$ cat src/rtl/instruction_fetch_queue_pkg.sv
// ---------------------------------------------------------------------------
// instruction_fetch_queue_pkg
//   Shared definitions for the instruction fetch queue: default geometry and
//   the packed entry record {pc, instr, pred_taken, pred_pc} at the default
//   XLEN, for use by anything that needs to build or inspect queue entries.
// ---------------------------------------------------------------------------
package instruction_fetch_queue_pkg;

    localparam int IFQ_DEPTH = 8;
    localparam int IFQ_XLEN  = 32;

    typedef struct packed {
        logic [IFQ_XLEN-1:0] pc;
        logic [IFQ_XLEN-1:0] instr;
        logic                pred_taken;
        logic [IFQ_XLEN-1:0] pred_pc;
    } ifq_entry_t;

endpackage

$ cat src/rtl/instruction_fetch_queue_if.sv
// ---------------------------------------------------------------------------
// instruction_fetch_queue_if
//   Bundles the fetch-side push port, the decode-side valid/ready port, the
//   flush input and the status outputs of the instruction fetch queue.
//   Modports:
//     slave  - the queue itself (consumes fetch/flush/ready, drives dec_*,
//              stall_o, count_o)
//     master - the environment (fetch unit + decode) driving the queue
//   Signal names keep their _i/_o suffix as seen from the queue.
// ---------------------------------------------------------------------------
interface instruction_fetch_queue_if
    import instruction_fetch_queue_pkg::*;
#(
    parameter int DEPTH = IFQ_DEPTH,
    parameter int XLEN  = IFQ_XLEN
);
    logic                     flush_i;
    logic                     fetch_valid_i;
    logic [XLEN-1:0]          fetch_pc_i;
    logic [XLEN-1:0]          fetch_instr_i;
    logic                     fetch_pred_taken_i;
    logic [XLEN-1:0]          fetch_pred_pc_i;
    logic                     stall_o;
    logic                     dec_valid_o;
    logic                     dec_ready_i;
    logic [XLEN-1:0]          dec_pc_o;
    logic [XLEN-1:0]          dec_instr_o;
    logic                     dec_pred_taken_o;
    logic [XLEN-1:0]          dec_pred_pc_o;
    logic [$clog2(DEPTH):0]   count_o;

    modport slave (
        input  flush_i, fetch_valid_i, fetch_pc_i, fetch_instr_i,
               fetch_pred_taken_i, fetch_pred_pc_i, dec_ready_i,
        output stall_o, dec_valid_o, dec_pc_o, dec_instr_o,
               dec_pred_taken_o, dec_pred_pc_o, count_o
    );

    modport master (
        output flush_i, fetch_valid_i, fetch_pc_i, fetch_instr_i,
               fetch_pred_taken_i, fetch_pred_pc_i, dec_ready_i,
        input  stall_o, dec_valid_o, dec_pc_o, dec_instr_o,
               dec_pred_taken_o, dec_pred_pc_o, count_o
    );
endinterface

$ cat src/rtl/instruction_fetch_queue.sv
// ---------------------------------------------------------------------------
// instruction_fetch_queue
//   Decoupling FIFO between instruction fetch and decode. Each cycle fetch is
//   valid and the queue is not full, {pc, instr, pred_taken, pred_pc} is
//   written at the tail; the oldest entry is presented to decode through a
//   valid/ready handshake. flush_i empties the queue in one cycle.
//
//   Ports:
//     clk_i    - clock, rising edge
//     reset_i  - asynchronous, active-high reset (pointers only)
//     ifq      - instruction_fetch_queue_if.slave: flush, fetch push port,
//                decode pop port, stall_o (= full) and count_o (occupancy)
//
//   Optional feature (macro IFQ_BYPASS_EN): when the queue is empty, a
//   valid fetch is shown to decode combinationally and, if decode accepts
//   it in the same cycle, it is never written into storage.
// ---------------------------------------------------------------------------
module instruction_fetch_queue
    import instruction_fetch_queue_pkg::*;
#(
    parameter int DEPTH = IFQ_DEPTH,
    parameter int XLEN  = IFQ_XLEN
)(
    input  logic                          clk_i,
    input  logic                          reset_i,
    instruction_fetch_queue_if.slave      ifq
);

    localparam int AW = $clog2(DEPTH);

    typedef logic [AW:0] ptr_t;   // index plus wrap bit

    typedef struct packed {
        logic [XLEN-1:0] pc;
        logic [XLEN-1:0] instr;
        logic            pred_taken;
        logic [XLEN-1:0] pred_pc;
    } entry_t;

    ptr_t   head_q, head_d;
    ptr_t   tail_q, tail_d;
    entry_t mem_q [DEPTH];

    logic          full_w;
    logic          empty_w;
    logic          stored_valid_w;
    logic          bypass_w;
    logic          bypass_take_w;
    logic          push_w;
    logic          pop_w;
    logic [DEPTH-1:0] we_w;
    entry_t        wr_entry_w;
    entry_t        head_entry_w;
    entry_t        dec_entry_w;

    assign full_w  = (head_q[AW-1:0] == tail_q[AW-1:0]) && (head_q[AW] != tail_q[AW]);
    assign empty_w = (head_q == tail_q);

    assign stored_valid_w = ~empty_w & ~ifq.flush_i;

`ifdef IFQ_BYPASS_EN
    assign bypass_w      = empty_w & ifq.fetch_valid_i & ~ifq.flush_i;
    assign bypass_take_w = bypass_w & ifq.dec_ready_i;
`else
    assign bypass_w      = 1'b0;
    assign bypass_take_w = 1'b0;
`endif

    // Full blocks push even when a pop happens this cycle: stall_o must not
    // depend on dec_ready_i, so fetch simply retries next cycle.
    assign push_w = ifq.fetch_valid_i & ~full_w & ~ifq.flush_i & ~bypass_take_w;
    assign pop_w  = stored_valid_w & ifq.dec_ready_i;

    assign wr_entry_w.pc         = ifq.fetch_pc_i;
    assign wr_entry_w.instr      = ifq.fetch_instr_i;
    assign wr_entry_w.pred_taken = ifq.fetch_pred_taken_i;
    assign wr_entry_w.pred_pc    = ifq.fetch_pred_pc_i;

    // Per-slot write enables decoded from the tail index.
    for (genvar gi = 0; gi < DEPTH; gi++) begin : g_we
        assign we_w[gi] = push_w && (tail_q[AW-1:0] == AW'(gi));
    end

    // Entry storage carries no reset; only the pointers define validity.
    always_ff @(posedge clk_i) begin
        for (int i = 0; i < DEPTH; i++) begin
            if (we_w[i]) begin
                mem_q[i] <= wr_entry_w;
            end
        end
    end

    assign head_entry_w = mem_q[head_q[AW-1:0]];

    always_comb begin
        head_d = head_q;
        tail_d = tail_q;
        if (ifq.flush_i) begin
            head_d = '0;
            tail_d = '0;
        end else begin
            head_d = head_q + ptr_t'(pop_w);
            tail_d = tail_q + ptr_t'(push_w);
        end
    end

    always_ff @(posedge clk_i or posedge reset_i) begin
        if (reset_i) begin
            head_q <= '0;
            tail_q <= '0;
        end else begin
            head_q <= head_d;
            tail_q <= tail_d;
        end
    end

    always_comb begin
        dec_entry_w = '0;
        if (stored_valid_w) begin
            dec_entry_w = head_entry_w;
        end else if (bypass_w) begin
            dec_entry_w = wr_entry_w;
        end
    end

    assign ifq.dec_valid_o      = stored_valid_w | bypass_w;
    assign ifq.dec_pc_o         = dec_entry_w.pc;
    assign ifq.dec_instr_o      = dec_entry_w.instr;
    assign ifq.dec_pred_taken_o = dec_entry_w.pred_taken;
    assign ifq.dec_pred_pc_o    = dec_entry_w.pred_pc;
    assign ifq.stall_o          = full_w;
    // Wrap bits make the modular difference land exactly in 0..DEPTH.
    assign ifq.count_o          = tail_q - head_q;

endmodule
$ cat src/flat_wrapper.sv
// flat-port wrapper written by rule: the top's interface ports become plain ports
module instruction_fetch_queue_flat import instruction_fetch_queue_pkg::*;
#(
    parameter int DEPTH = IFQ_DEPTH,
    parameter int XLEN  = IFQ_XLEN
)
  (clk_i, reset_i, ifq_flush_i, ifq_fetch_valid_i, ifq_fetch_pc_i, ifq_fetch_instr_i, ifq_fetch_pred_taken_i, ifq_fetch_pred_pc_i, ifq_dec_ready_i, ifq_stall_o, ifq_dec_valid_o, ifq_dec_pc_o, ifq_dec_instr_o, ifq_dec_pred_taken_o, ifq_dec_pred_pc_o, ifq_count_o);
  instruction_fetch_queue_if #(.DEPTH(DEPTH), .XLEN(XLEN)) ifq_i ();
  input  logic clk_i;
  input  logic reset_i;
  input wire logic [$bits(ifq_i.flush_i)-1:0] ifq_flush_i;
  input wire logic [$bits(ifq_i.fetch_valid_i)-1:0] ifq_fetch_valid_i;
  input wire logic [$bits(ifq_i.fetch_pc_i)-1:0] ifq_fetch_pc_i;
  input wire logic [$bits(ifq_i.fetch_instr_i)-1:0] ifq_fetch_instr_i;
  input wire logic [$bits(ifq_i.fetch_pred_taken_i)-1:0] ifq_fetch_pred_taken_i;
  input wire logic [$bits(ifq_i.fetch_pred_pc_i)-1:0] ifq_fetch_pred_pc_i;
  input wire logic [$bits(ifq_i.dec_ready_i)-1:0] ifq_dec_ready_i;
  output wire logic [$bits(ifq_i.stall_o)-1:0] ifq_stall_o;
  output wire logic [$bits(ifq_i.dec_valid_o)-1:0] ifq_dec_valid_o;
  output wire logic [$bits(ifq_i.dec_pc_o)-1:0] ifq_dec_pc_o;
  output wire logic [$bits(ifq_i.dec_instr_o)-1:0] ifq_dec_instr_o;
  output wire logic [$bits(ifq_i.dec_pred_taken_o)-1:0] ifq_dec_pred_taken_o;
  output wire logic [$bits(ifq_i.dec_pred_pc_o)-1:0] ifq_dec_pred_pc_o;
  output wire logic [$bits(ifq_i.count_o)-1:0] ifq_count_o;
  assign ifq_i.flush_i = ifq_flush_i;
  assign ifq_i.fetch_valid_i = ifq_fetch_valid_i;
  assign ifq_i.fetch_pc_i = ifq_fetch_pc_i;
  assign ifq_i.fetch_instr_i = ifq_fetch_instr_i;
  assign ifq_i.fetch_pred_taken_i = ifq_fetch_pred_taken_i;
  assign ifq_i.fetch_pred_pc_i = ifq_fetch_pred_pc_i;
  assign ifq_i.dec_ready_i = ifq_dec_ready_i;
  assign ifq_stall_o = ifq_i.stall_o;
  assign ifq_dec_valid_o = ifq_i.dec_valid_o;
  assign ifq_dec_pc_o = ifq_i.dec_pc_o;
  assign ifq_dec_instr_o = ifq_i.dec_instr_o;
  assign ifq_dec_pred_taken_o = ifq_i.dec_pred_taken_o;
  assign ifq_dec_pred_pc_o = ifq_i.dec_pred_pc_o;
  assign ifq_count_o = ifq_i.count_o;
  instruction_fetch_queue #(.DEPTH(DEPTH), .XLEN(XLEN)) u_core (.clk_i(clk_i), .reset_i(reset_i), .ifq(ifq_i));
endmodule
$ cat config.mk
export PLATFORM = sky130hd
export DESIGN_NAME = instruction_fetch_queue_flat
export DESIGN_NICKNAME = d
export VERILOG_FILES = /design/src/rtl/instruction_fetch_queue_pkg.sv /design/src/rtl/instruction_fetch_queue_if.sv /design/src/rtl/instruction_fetch_queue.sv /design/src/flat_wrapper.sv
export SDC_FILE = /design/constraint.sdc
export NUM_CORES = 1
export LEC_CHECK = 0
export CORE_UTILIZATION = 63
export DETAILED_ROUTE_END_ITERATION = 7
export PLACE_DENSITY = 0.84
export RECOVER_POWER = 25
export SLEW_MARGIN = 5
export SYNTH_ARGS = -nofsm -noshare
export SYNTH_HDL_FRONTEND = slang
export SYNTH_SLANG_ARGS = --single-unit
$ cat constraint.sdc
create_clock -name clk_i -period 24 [get_ports clk_i]
set_clock_uncertainty 0.1 [all_clocks]
set_input_delay 2.4 -clock clk_i [delete_from_list [all_inputs] [get_ports clk_i]]
set_output_delay 2.4 -clock clk_i [all_outputs]
set_load 0.02 [all_outputs]
run_1/layer_met3.png
Bar = 50 um.
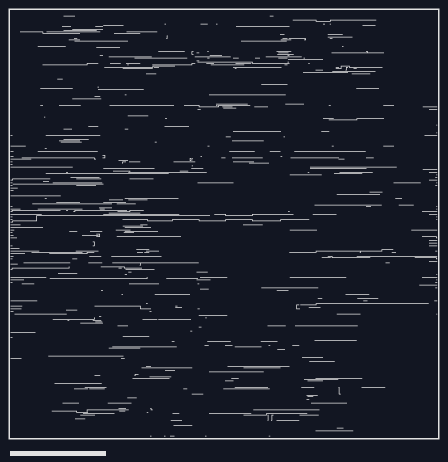
share of all routed wire	7.5%
longest straight run	89.7 um
main direction	horizontal
wire length on this layer	4820 um
nets with wire on the layer	217

run_1/placement_by_type.png
Fill, decap, tap and diode cells in grey.
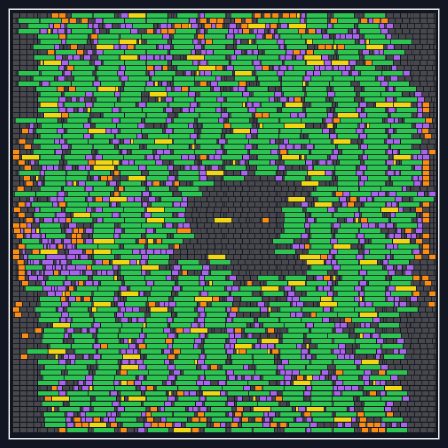
class	colour	cells
clock drivers and dummy loads	yellow	138
other buffers and delay cells	orange	233
combinational and other logic	purple	734
flops	green	784

==> results_dict.tcl, run 1 <==
# yosys + openroad results
set metrics [dict create \
    grt_start_max_net_pins 143 \
    p_leak_nw 11.0 \
    drt-initial-drc-count 1744 \
    critical_path.top_delay_family "buffers and inverters" \
    async_flop_share 0.0102 \
    period_used_share 0.327 \
    path_class "in2out" \
    clockRootBuffer "clkbuf_16" \
    cts_tree "done" \
    setup_viol 0 \
    hp-class "reg2reg" \
    r2r_slack_ns 19.41 \
    ys_ff 784 \
    cts_buffer_depth 3 \
    syn_area_per_cell_um2 18.8 \
    post-route-drc-count 0 \
    r2r_end "u_core.mem_q[7][54]" \
    dieArea_um2 49200 \
    area_growth_pct 16.1 \
    lay_top_cells "776 x edfxtp_1, 388 x mux2i_1, 194 x a22oi_1" \
    ctsResizeCount 0 \
    crit_path_end_kind "primary output" \
    crit_start "ifq_flush_i" \
    reg2regPathDepth 8 \
    rsz0062_at_grt "no" \
    tns_ns 0 \
    synth_area_um2 30500 \
    whs_path_depth 2 \
    antenna_found_initial 18 \
    cts_setup_buffers 0 \
    gp_congestion 0.762 \
    synthCells 1616 \
    tightest_slew_ns 1.19 \
    edf_count 776 \
    min_from "u_core.tail_q[3]" \
    grt_pass1_vias 16400 \
    dp_slack_ns 16.19 \
    tool_warnings 29 \
    outcome "completed" \
    critPathCapture "ifq_dec_pc_o[19]" \
    hold_viol 0 \
    critical_path_depth 6 \
    avgViaCountPerCell 6.36 \
    drv_slew 0 \
]
run_1/io_fan.png
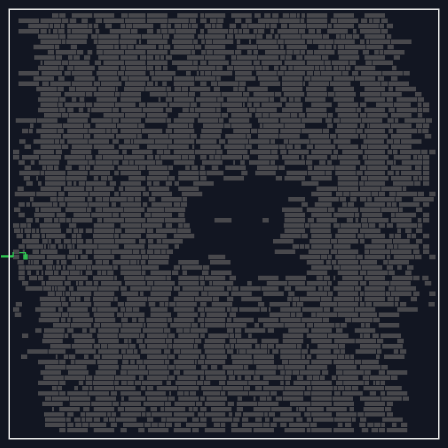
port	colour	bits	direction	edge	end cells	buffers	wire
ifq_fetch_valid_i	green	1	input	left	1	1	8.80 um

-- run 1: routing by layer --
layer  share of wire  wire [um]  vias to the layer above  GRT usage
li1                -          -                     6977          -
met3           0.075       4820                      125     0.0516
met5          0.0014         89                        -          0
met4           0.030       1910                       14      0.120
met2            0.49      31900                      743      0.425
met1            0.40      25800                     8130      0.343
-- run 1: flip-flops by register name, summed over array words and instances (netlist names) --
name and count:
u_core.mem_q 776, u_core.tail_q 4, u_core.head_q 4
-- run 1: Yosys cell counts, types with 2 or more instances --
cell type  count  area (um^2)
edfxtp_1     776        23300
mux2i_1      388         3880
a22oi_1      194         1460
and3_1        97          607
buf_2         42          210
buf_4         30          225
clkbuf_1      16         60.1
dfrtp_1        8          200
ha_1           7         87.6
inv_1          7         26.3
nor2_1         6         22.5
buf_6          5         56.3
nor2b_1        5         31.3
buf_1          4         15.0
xnor2_1        4         35.0
nand3_1        3         15.0
and2_1         2         12.5
nand2_1        2         7.51
nor3_1         2         10.0
nor4b_1        2         17.5
xor2_1         2         17.5
-- run 1: where the power goes --
group	switching, W	internal, W
clock	0.000487	0.000649
sequential	0.00000439	0.00152
combinational	0.0000801	0.0000522
-- run 1: cell families (layout without fill, tap and decap cells) --
kind of cell,after synthesis,after routing,share of synthesized area
compound gates,198,198,0.0495
other cells,0,11,0
flops,784,784,0.772
xor+xnor,7,7,0.00226
fa+ha+maj,8,8,0.00353
buf+inv,106,379,0.0201
mux,388,388,0.128
simple gates,125,125,0.0253
-- run 1: cell type report --
class | instances | area, um^2
antenna | 11 | 27.5
inverter | 8 | 30.0
timing repair buffer | 233 | 2270
tap | 615 | 769
fill | 2653 | 12400
sequential | 784 | 23500
clock inverter | 47 | 400
clock buffer | 91 | 1960
multi-input combinational | 726 | 6390
run_1/layer_met2.png
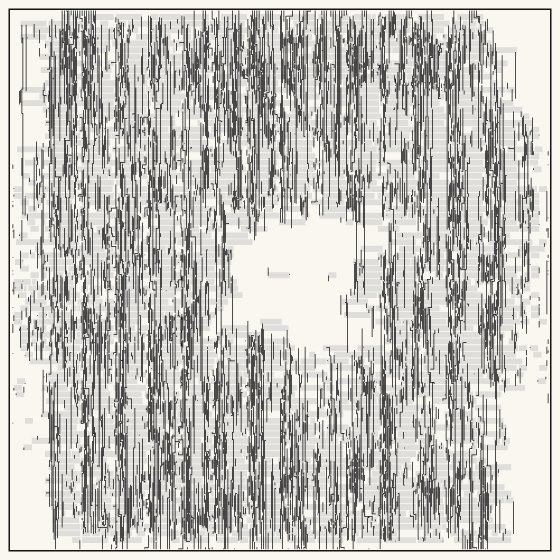

==> inputs of run 2 (changes only) <==
- CORE_UTILIZATION: 63 -> 59
- PLACE_DENSITY: 0.84 -> 0.8
- clock period: 24 -> 8 ns (I/O delays scaled with it)
run_2/layer_met2.png
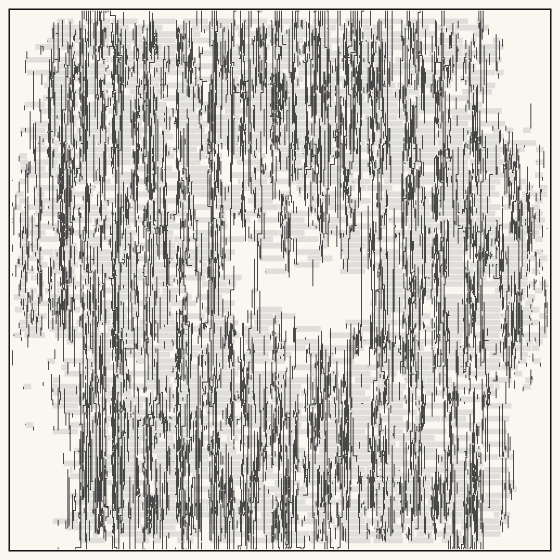
wire length on this layer	31.8 mm
longest straight run	81.6 um
share of all routed wire	49%

run_2/placement.png
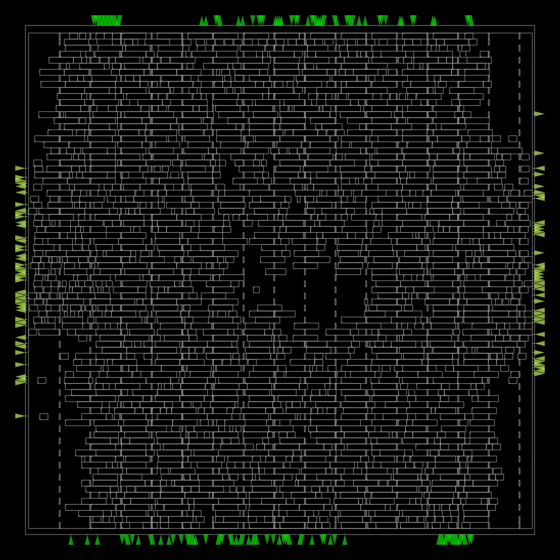
flip-flop and latch count: 784
fraction of area in registers: 0.663
core footprint: 50600 um^2

==> run 2 against run 1 <==
First-iteration DRC count is 17% lower. Via count is 1.0% lower. Worst hold slack worse by 0.0062 ns. Critical path type is now reg2out. Critical endpoint is now ifq_dec_pc_o[27].
==> results_dict.tcl, run 2 <==
# yosys + openroad results
set metrics [dict create \
    pwr.group.clock_w 0.00340 \
    p_leak_nw 11.0 \
    powerSeq_w 0.00458 \
    cts_tree "done" \
    yosysMostFrequentCell "edfxtp_1" \
    lay_top_cells "776 x edfxtp_1, 388 x mux2i_1, 194 x a22oi_1" \
    p_sw_w 0.00167 \
    area_leaders "edfxtp_1 77%, mux2i_1 13%, a22oi_1 4.8%, and3_1 2.0%, buf_4 0.74%" \
    xor_area_frac 0.00226 \
    synthCells 1616 \
    edf_count 776 \
    outcome "completed" \
    gp_congestion 0.715 \
    top_area_cell "edfxtp_1" \
    ys_ff 784 \
    sequentialPowerShare 0.546 \
    regMostFlops "u_core.mem_q" \
    mux_area_frac 0.128 \
    avgViaCountPerCell 6.17 \
    hp-class "in2async" \
    top_cells_by_count "776 x edfxtp_1, 388 x mux2i_1, 194 x a22oi_1" \
    async_flop_share 0.0102 \
    fillCellCount 3096 \
    drv_slew 0 \
    tightest_slew_ns 1.23 \
    dieArea_um2 52500 \
    grt_pass1_vias 16500 \
    logic_area_um2 6430 \
    pwr-share-clk 0.406 \
    ys_sh_adder 0.00353 \
    p_comb_w 0.000405 \
    grt_start_max_net_pins 154 \
    power_leader "registers" \
    p_sw_frac 0.199 \
    hold_viol 0 \
    combPwrFrac 0.048 \
    path_class "reg2out" \
    r2r_slack_ns 3.82 \
    aoi_share 0.0495 \
]
[run 2: cell counts after synthesis]
Identical to the previous run, type by type.
[run 2: final cells by class]
| class | instances | area share |
|---|---|---|
| sequential | 784 | 0.663 |
| multi-input combinational | 726 | 0.181 |
| timing repair buffer | 231 | 0.0645 |
| clock buffer | 98 | 0.0577 |
| tap | 672 | 0.0237 |
| clock inverter | 36 | 0.00871 |
| inverter | 8 | 0.000847 |
| antenna | 9 | 0.000635 |
[run 2: layer usage]
| metal | GRT usage | vias up | routed length (um) |
|---|---|---|---|
| met1 | 0.334 | 8111 | 26700 |
| met3 | 0.0483 | 105 | 4420 |
| met2 | 0.401 | 620 | 31800 |
| li1 | - | 6977 | - |
| met5 | 0 | - | 81 |
| met4 | 0.0919 | 12 | 1510 |
[run 2: metrics by stage]
step,util,std cells,TNS (ns),hold slack (ns)
final,0.701,2564,0,0.491
after global routing,0.701,2560,0,0.499
after CTS,0.701,2555,0,0.336
after detailed placement,0.654,2421,0,0.489
after global placement,0.654,2420,0,0.476
after floorplan,-,1616,-199.96,0.456
[run 2: critical path: stages, from the launching register on]
cell	delay [ns]
dfrtp_4	0.89
buf_12	0.72
buf_4	0.97
mux2i_1	0.20
a22oi_1	0.22
and3_1	0.27
clkdlybuf4s50_1	0.65
[run 2: final timing paths]
check | start | end | depth (start not counted)
setup / recovery | u_core.head_q[1] | ifq_dec_pc_o[27] | 6
max in group asynchronous | reset_i | u_core.head_q[1] | 2
min in group clk_i | u_core.tail_q[3] | u_core.tail_q[3] | 2
setup reg to reg | u_core.head_q[1] | u_core.mem_q[2][8] | 8
hold reg to reg | u_core.tail_q[3] | u_core.tail_q[3] | 2
hold / removal | reset_i | u_core.head_q[1] | 2
run_2/layer_met3.png
Bar = 50 um.
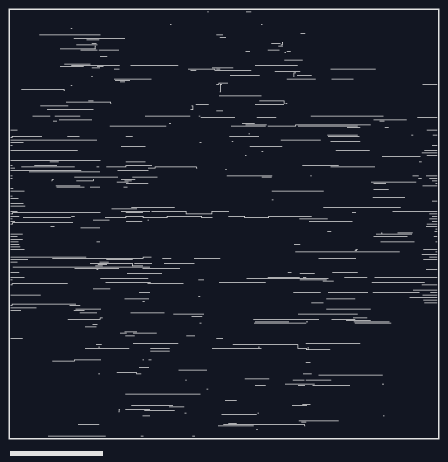

==> inputs of run 3 (changes only) <==
- clock period: 8 -> 5.4 ns (I/O delays scaled with it)
run_3/layer_met3.png
Bar = 50 um.
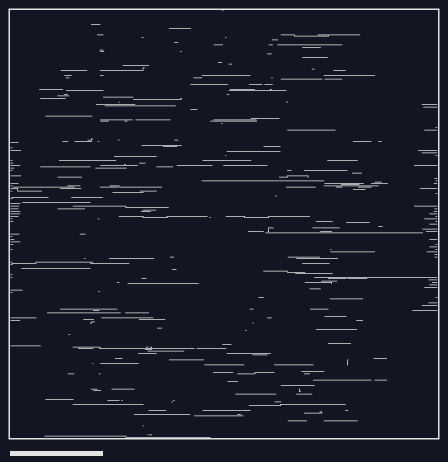
wire length on this layer	3420 um
main direction	horizontal

==> run 3 against run 2 <==
Global-route usage grew 0.11 points. Synthesized area stayed put. Sequential share of layout area shrank 0.36 points. Worst hold slack worse by 0.25 ns. Worst setup slack got worse by 1.0 ns. Critical path depth unchanged. Design area grew 0.55%. Via count is 0.32% lower. Combinational power grew 48%. Sequential cell count unchanged. Cell count about the same. Clock power is 51% higher. Largest power group unchanged. Highest routed layer unchanged.
==> results_dict.tcl, run 3 <==
# yosys + openroad results
set metrics [dict create \
    comb_share 0.181 \
    logic_gate_count 726 \
    fillCellCount 3059 \
    p_sw_w 0.00248 \
    tightest_slew_ns 0.988 \
    outcome "completed" \
    hp-class "in2async" \
    buf_share 0.0677 \
    rsz0062_at_grt "no" \
    clockRootBuffer "clkbuf_16" \
    grt_use_met1 0.336 \
    gp_congestion 0.753 \
    tool_warnings 33 \
    final-clk-cell-share 0.0678 \
    synth_area_um2 30500 \
    nClkBuffers 94 \
    grt_busiest_layer "met2" \
    p_leak_nw 11.1 \
    dp_slack_ns 1.81 \
    tns_ns 0 \
    area_leaders "edfxtp_1 77%, mux2i_1 13%, a22oi_1 4.8%, and3_1 2.0%, buf_4 0.74%" \
]
run_3/placement_by_type.png
Fill, decap, tap and diode cells in grey.
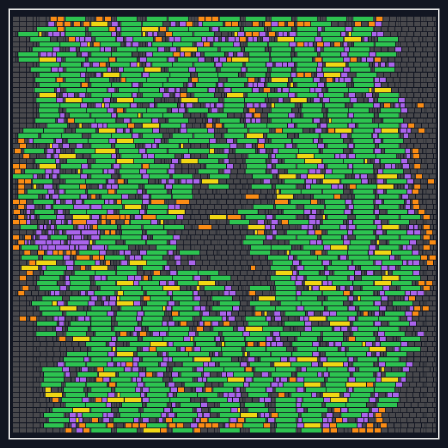
class	colour	cells
other buffers and delay cells	orange	237
flops	green	784
clock drivers and dummy loads	yellow	132
combinational and other logic	purple	734

==> run 3: cell counts after synthesis <==
No cell type changed its count.
==> run 3: power by group through the flow <==
stage	sequential, W	combinational [W]	clock, W
floorplan	0.00691	0.000268	0
global placement	0.00690	0.000588	0
detailed placement	0.00691	0.000603	0
CTS	0.00678	0.000608	0.00521
global route	0.00678	0.000637	0.00545
finish	0.00678	0.000599	0.00515
==> run 3: through the flow <==
stage	instance area (um^2)	hold slack, ns
after floorplan	30500	0.256
after global placement	33200	0.472
after detailed placement	33200	0.491
after CTS	35700	0.0822
after global routing	35700	0.257
final	35700	0.242
==> run 3: critical path, cell delays in order (launching register included) <==
cell and delay (ns):
dfrtp_4 0.81, inv_1 0.12, ha_1 0.36, a41oi_4 0.22
buf_12 0.47, and3_1 0.34, clkdlybuf4s50_1 0.63
==> run 3: final timing paths <==
kind                             startpoint              endpoint  slack, ns  cells past startpoint
max in group asynchronous           reset_i      u_core.head_q[1]       4.66                      2
min reg2reg                u_core.tail_q[3]      u_core.tail_q[3]       0.49                      2
min in group clk_i         u_core.tail_q[3]      u_core.tail_q[3]       0.49                      2
min                                 reset_i      u_core.head_q[2]       0.24                      2
max reg2reg                u_core.head_q[1]   u_core.mem_q[7][48]       1.97                      7
max                        u_core.head_q[1]  ifq_dec_pred_pc_o[5]       1.17                      6
==> run 3: logic make-up (layout without fill, tap and decap cells) <==
kind of cell,Yosys count,in the layout,share of synthesized area
compound gates,198,198,0.0495
xor+xnor,7,7,0.00226
fa+ha+maj,8,8,0.00353
buf+inv,106,377,0.0201
flops,784,784,0.772
mux,388,388,0.128
other cells,0,7,0
simple gates,125,125,0.0253
Power and IR drop assume default switching activity.
